### config.mk
export PLATFORM = sky130hd
export DESIGN_NAME = mac_operand_feeder
export DESIGN_NICKNAME = d
export VERILOG_FILES = /design/src/rtl/mac_pkg.sv /design/src/rtl/feeder_regfile.sv /design/src/rtl/mac_operand_feeder.sv
export SDC_FILE = /design/constraint.sdc
export NUM_CORES = 1
export LEC_CHECK = 0
export CAP_MARGIN = 0
export CORE_ASPECT_RATIO = 0.8
export CORE_UTILIZATION = 45
export CTS_BUF_LIST = sky130_fd_sc_hd__clkbuf_4 sky130_fd_sc_hd__clkbuf_8
export DETAILED_ROUTE_END_ITERATION = 8
export PLACE_DENSITY_LB_ADDON = 0.05
export SYNTH_ARGS = -nofsm -noshare
export SYNTH_HDL_FRONTEND = slang
export SYNTH_SLANG_ARGS = --single-unit
export TNS_END_PERCENT = 30
### constraint.sdc
create_clock -name clk -period 2.9 [get_ports clk]
set_input_delay 0.58 -clock clk [delete_from_list [all_inputs] [get_ports clk]]
set_output_delay 0.58 -clock clk [all_outputs]
set_load 0.1 [all_outputs]
### src/rtl/mac_pkg.sv
`default_nettype none
// ============================================================================
//  Module      : mac_pkg
//  Description : Shared types and widths for the 12-bit signed MAC datapath
//                and its operand feeder.
//  Revision    : 1.0 - initial release
// ============================================================================
package mac_pkg;

    localparam int DATA_W = 12;
    localparam int ACC_W  = 24;

    typedef logic signed [DATA_W-1:0] operand_t;

    typedef enum logic [1:0] {
        LOAD_W  = 2'd0,
        LOAD_X  = 2'd1,
        COMPUTE = 2'd2
    } feeder_state_t;

endpackage
`default_nettype wire

### src/rtl/feeder_regfile.sv
`default_nettype none
// ============================================================================
//  Module      : feeder_regfile
//  Description : DEPTH x WIDTH register file, one synchronous write port and
//                one combinational read port. Contents are not reset.
//  Revision    : 1.0 - initial release
// ============================================================================
module feeder_regfile
    import mac_pkg::*;
#(
    parameter int DEPTH  = 9,
    parameter int WIDTH  = DATA_W,
    parameter int ADDR_W = (DEPTH > 1) ? $clog2(DEPTH) : 1
) (
    input  logic              clk,
    input  logic              i_wr_en,
    input  logic [ADDR_W-1:0] i_wr_addr,
    input  logic [WIDTH-1:0]  i_wr_data,
    input  logic [ADDR_W-1:0] i_rd_addr,
    output logic [WIDTH-1:0]  o_rd_data
);

    logic [WIDTH-1:0] r_mem [DEPTH];

    // Write one word per enabled cycle; storage holds its value across reset.
    always_ff @(posedge clk) begin
        if (i_wr_en) begin
            r_mem[i_wr_addr] <= i_wr_data;
        end
    end

    assign o_rd_data = r_mem[i_rd_addr];

endmodule
`default_nettype wire

### src/rtl/mac_operand_feeder.sv
`default_nettype none
// ============================================================================
//  Module      : mac_operand_feeder
//  Description : Buffers an MxN matrix W and an N-vector x from a valid/ready
//                stream, then issues the MxN operand pairs (W[r][k], x[k])
//                row-major, one per cycle, with row first/last flags.
//  Revision    : 1.0 - initial release
// ============================================================================
module mac_operand_feeder
    import mac_pkg::*;
#(
    parameter int M      = 3,
    parameter int N      = 3,
    parameter int W_DATA = DATA_W
) (
    input  logic              clk,
    input  logic              reset,
    input  logic [W_DATA-1:0] s_data,
    input  logic              s_valid,
    output logic              s_ready,
    output logic [W_DATA-1:0] a_out,
    output logic [W_DATA-1:0] b_out,
    output logic              valid_out,
    output logic              first_out,
    output logic              last_out
);

    localparam int c_WA_W = (M * N > 1) ? $clog2(M * N) : 1;
    localparam int c_R_W  = (M > 1) ? $clog2(M) : 1;
    localparam int c_K_W  = (N > 1) ? $clog2(N) : 1;

    localparam logic [c_WA_W-1:0] c_LI_W_LAST = c_WA_W'(M * N - 1);
    localparam logic [c_WA_W-1:0] c_LI_X_LAST = c_WA_W'(N - 1);
    localparam logic [c_R_W-1:0]  c_ROW_LAST  = c_R_W'(M - 1);
    localparam logic [c_K_W-1:0]  c_COL_LAST  = c_K_W'(N - 1);

    feeder_state_t     r_state,  w_state_nxt;
    logic [c_WA_W-1:0] r_li,     w_li_nxt;
    logic [c_R_W-1:0]  r_row,    w_row_nxt;
    logic [c_K_W-1:0]  r_col,    w_col_nxt;
    logic [W_DATA-1:0] r_a,      w_a_nxt;
    logic [W_DATA-1:0] r_b,      w_b_nxt;
    logic              r_valid,  w_valid_nxt;
    logic              r_first,  w_first_nxt;
    logic              r_last,   w_last_nxt;

    logic              w_xfer;
    logic              w_w_we;
    logic              w_x_we;
    logic [c_WA_W-1:0] w_w_raddr;
    logic [W_DATA-1:0] w_w_rdata;
    logic [W_DATA-1:0] w_x_rdata;

    // Ready depends only on state (forced low while reset is held).
    assign s_ready   = !reset && (r_state != COMPUTE);
    assign w_xfer    = s_valid && s_ready;
    assign w_w_we    = w_xfer && (r_state == LOAD_W);
    assign w_x_we    = w_xfer && (r_state == LOAD_X);
    assign w_w_raddr = c_WA_W'(32'(r_row) * N + 32'(r_col));

    feeder_regfile #(
        .DEPTH (M * N),
        .WIDTH (W_DATA),
        .ADDR_W(c_WA_W)
    ) u_w_mem (
        .clk      (clk),
        .i_wr_en  (w_w_we),
        .i_wr_addr(r_li),
        .i_wr_data(s_data),
        .i_rd_addr(w_w_raddr),
        .o_rd_data(w_w_rdata)
    );

    feeder_regfile #(
        .DEPTH (N),
        .WIDTH (W_DATA),
        .ADDR_W(c_K_W)
    ) u_x_mem (
        .clk      (clk),
        .i_wr_en  (w_x_we),
        .i_wr_addr(c_K_W'(r_li)),
        .i_wr_data(s_data),
        .i_rd_addr(r_col),
        .o_rd_data(w_x_rdata)
    );

    // Next-state, counter and output-pair decode; outputs idle at zero outside COMPUTE.
    always_comb begin
        w_state_nxt = r_state;
        w_li_nxt    = r_li;
        w_row_nxt   = r_row;
        w_col_nxt   = r_col;
        w_a_nxt     = '0;
        w_b_nxt     = '0;
        w_valid_nxt = 1'b0;
        w_first_nxt = 1'b0;
        w_last_nxt  = 1'b0;
        case (r_state)
            LOAD_W: begin
                if (w_xfer) begin
                    if (r_li == c_LI_W_LAST) begin
                        w_li_nxt    = '0;
                        w_state_nxt = LOAD_X;
                    end else begin
                        w_li_nxt = r_li + c_WA_W'(1);
                    end
                end
            end
            LOAD_X: begin
                if (w_xfer) begin
                    if (r_li == c_LI_X_LAST) begin
                        w_li_nxt    = '0;
                        w_row_nxt   = '0;
                        w_col_nxt   = '0;
                        w_state_nxt = COMPUTE;
                    end else begin
                        w_li_nxt = r_li + c_WA_W'(1);
                    end
                end
            end
            COMPUTE: begin
                w_a_nxt     = w_w_rdata;
                w_b_nxt     = w_x_rdata;
                w_valid_nxt = 1'b1;
                w_first_nxt = (r_col == '0);
                w_last_nxt  = (r_col == c_COL_LAST);
                if (r_col == c_COL_LAST) begin
                    w_col_nxt = '0;
                    if (r_row == c_ROW_LAST) begin
                        w_row_nxt   = '0;
                        w_state_nxt = LOAD_W;
                    end else begin
                        w_row_nxt = r_row + c_R_W'(1);
                    end
                end else begin
                    w_col_nxt = r_col + c_K_W'(1);
                end
            end
            default: begin
                w_state_nxt = LOAD_W;
            end
        endcase
    end

    // State, counters and registered operand outputs; reset aborts any job.
    always_ff @(posedge clk) begin
        if (reset) begin
            r_state <= LOAD_W;
            r_li    <= '0;
            r_row   <= '0;
            r_col   <= '0;
            r_a     <= '0;
            r_b     <= '0;
            r_valid <= 1'b0;
            r_first <= 1'b0;
            r_last  <= 1'b0;
        end else begin
            r_state <= w_state_nxt;
            r_li    <= w_li_nxt;
            r_row   <= w_row_nxt;
            r_col   <= w_col_nxt;
            r_a     <= w_a_nxt;
            r_b     <= w_b_nxt;
            r_valid <= w_valid_nxt;
            r_first <= w_first_nxt;
            r_last  <= w_last_nxt;
        end
    end

    assign a_out     = r_a;
    assign b_out     = r_b;
    assign valid_out = r_valid;
    assign first_out = r_first;
    assign last_out  = r_last;

endmodule
`default_nettype wire
run_1/pdn.png
Scale: 3 px per µm. Pins as bars on the die edge.
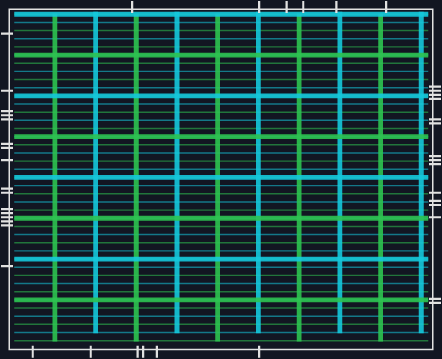
- green: VSS
- cyan: VDD
- rows: 40
- signal pins: 43
- met5 straps: 8

run_1/cell_classes.png
Scale: 2 px per µm. Fill, decap, tap and diode cells in grey.
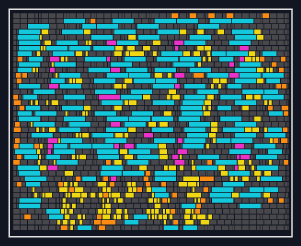
- yellow: all other logic (cells 237; share of their area 23%)
- magenta: clock drivers and dummy loads (cells 32; share of their area 4.6%)
- orange: other buffers and delay cells (cells 65; share of their area 7.2%)
- cyan: flops (cells 181; share of their area 65%)

run_1/clock_map.png
Scale: 4 px per µm.
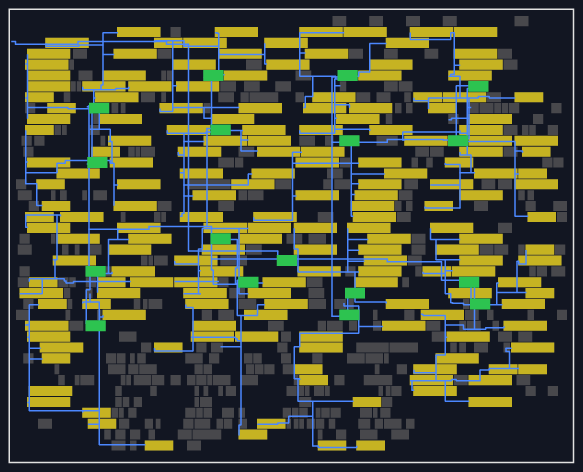
- green: cells driving clock nets (count 17)
- blue: clock wires (length 1960 µm)
- yellow: flip-flops (count 181)
- flops lie: spread over the die
clock skew: 0.01208 ns
clk_lat worst skew: 0.45 ns

==> out/results.tsv, run 1 <==
metric	value	unit
status	finished, final reports clean	
Crit. path cell count	11	
clock network power share	34.5	%
met3 WL	761	µm
IO Count	43	
Commonest Layout Cell	edfxtp_1	
Yosys Instances	443	
synthesized cell area	6923	µm²
P_int	3.555	mW
crit end category	register	
Vias/cell	5.241	
yosys synthesis chip area	6923	µm²
Synth Seq Share	73.16	%
placed standard-cell area	7581	µm²
P per Cell Area	564.9	nW/µm²
Synth top area share	62.46	%
asr flop ratio synth	0	%
# clock sinks	181	
antenna violations before repair	0	
Post-Synth AOI/OAI Area	7.175	%
main flop type	edfxtp_1	
Most Frequent Cell on Critical Path	inv_1	
GRT Overall Usage	18.12	%
Switching Fraction	21.14	%
crit path capture	a_out[1]$_SDFF_PP0_	
first-pass GRT wire length	20680	µm
Critical R2R Capture	a_out[1]$_SDFF_PP0_	
met3 usage	3.978	%
OpenROAD warning count	33	
routed len/inst	19.16	µm
Port-buffer cells	42	
Initial DRT Pass Iterations	4	
grt met2 use	25.64	%
-- run 1: layout make-up --
type | instances | area [µm²] | share of cell area, %
clock buffers | 19 | 249.0 | 3.120
clock inverters | 13 | 110.1 | 1.380
inverters | 10 | 37.54 | 0.4704
multi-input cells | 227 | 1727 | 21.64
flip-flops and latches | 181 | 5065 | 63.47
well taps | 189 | 236.5 | 2.963
repair buffers | 65 | 555.5 | 6.961
-- run 1: power by group through the flow --
| stage | Combinational [mW] | Sequential (mW) | Clock [mW] |
|---|---|---|---|
| floorplan | 0.0509 | 2.88 | 0 |
| global placement | 0.122 | 2.88 | 0 |
| detailed placement | 0.126 | 2.89 | 0 |
| CTS | 0.127 | 2.83 | 1.60 |
| global route | 0.137 | 2.83 | 1.70 |
| finish | 0.126 | 2.83 | 1.56 |
run_1/metal_stack.png
Scale: 3 px per µm. Two of the layers only.
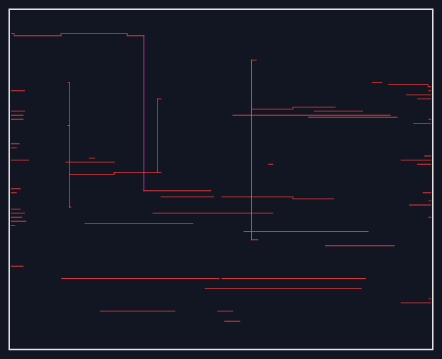

## Run 2: what changed since run 1
--- a/config.mk
+++ b/config.mk
@@ -11,6 +11,7 @@
 export CTS_BUF_LIST = sky130_fd_sc_hd__clkbuf_4 sky130_fd_sc_hd__clkbuf_8
 export DETAILED_ROUTE_END_ITERATION = 8
 export PLACE_DENSITY_LB_ADDON = 0.05
+export SKIP_LAST_GASP = 1
 export SYNTH_ARGS = -nofsm -noshare
 export SYNTH_HDL_FRONTEND = slang
 export SYNTH_SLANG_ARGS = --single-unit
run_2/metal_stack.png
Scale: 3 px per µm. Two of the layers only.
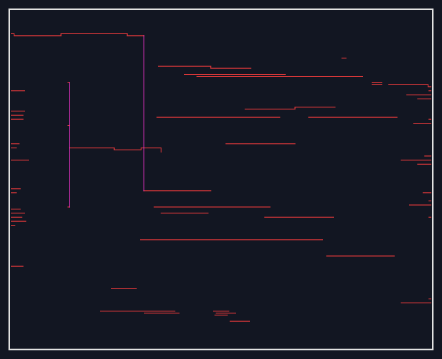
- magenta: met4 (wire length 93.2 µm)
- red: met3 (wire length 706 µm)

==> run 2 against run 1 <==
Compared with the run above: sequential power hardly changed; synthesized cell count stayed put; clock-buffer cell count stayed put; critical path type unchanged; highest routed layer unchanged.
==> out/results.tsv, run 2 <==
metric	value	unit
Initial DRT Pass Iterations	4	
Yosys Instances	443	
Synth top area share	62.46	%
Commonest Layout Cell	edfxtp_1	
P_int	3.555	mW
first-pass GRT wire length	20680	µm
crit end category	register	
Top power group	sequential cells	
Clk. pwr	1.55	mW
synthesized cell area	6923	µm²
asr flop ratio synth	0	%
met3 WL	705	µm
OpenROAD warning count	33	
P per Cell Area	565.8	nW/µm²
Crit. path cell count	11	
Post-Synth AOI/OAI Area	7.175	%
routed len/inst	19.06	µm
clk_lat worst skew	0.45	ns
GRT Overall Usage	18.12	%
P_seq	2.83	mW
met3 usage	3.978	%
combinational power	0.126	mW
grt met2 use	25.64	%
antenna violations before repair	0	
Comb area	1707	µm²
Synth Seq Share	73.16	%
status	finished, final reports clean	
yosys synthesis chip area	6923	µm²
crit path capture	a_out[7]$_SDFF_PP0_	
[run 2: cell counts after synthesis]
Identical to the previous run, type by type.
[run 2: area by class of cell]
| type | instances | share of cell area, % |
|---|---|---|
| Sequential cell | 181 | 63.63 |
| Multi-Input combinational cell | 227 | 21.44 |
| Timing Repair Buffer | 65 | 6.979 |
| Clock buffer | 19 | 3.128 |
| Tap cell | 189 | 2.971 |
| Clock inverter | 13 | 1.383 |
| Inverter | 10 | 0.4716 |
[run 2: per-stage QoR]
stage,cell area (µm²),cells,power [mW]
2_1_floorplan,6923,443,2.934
3_3_place_gp,7581,672,3.007
6_report,7960,704,4.504
5_1_grt,7960,704,4.669
4_1_cts,7944,704,4.555
3_5_place_dp,7581,672,3.011
No activity file was given, so power comes from the tool's default toggle rates.
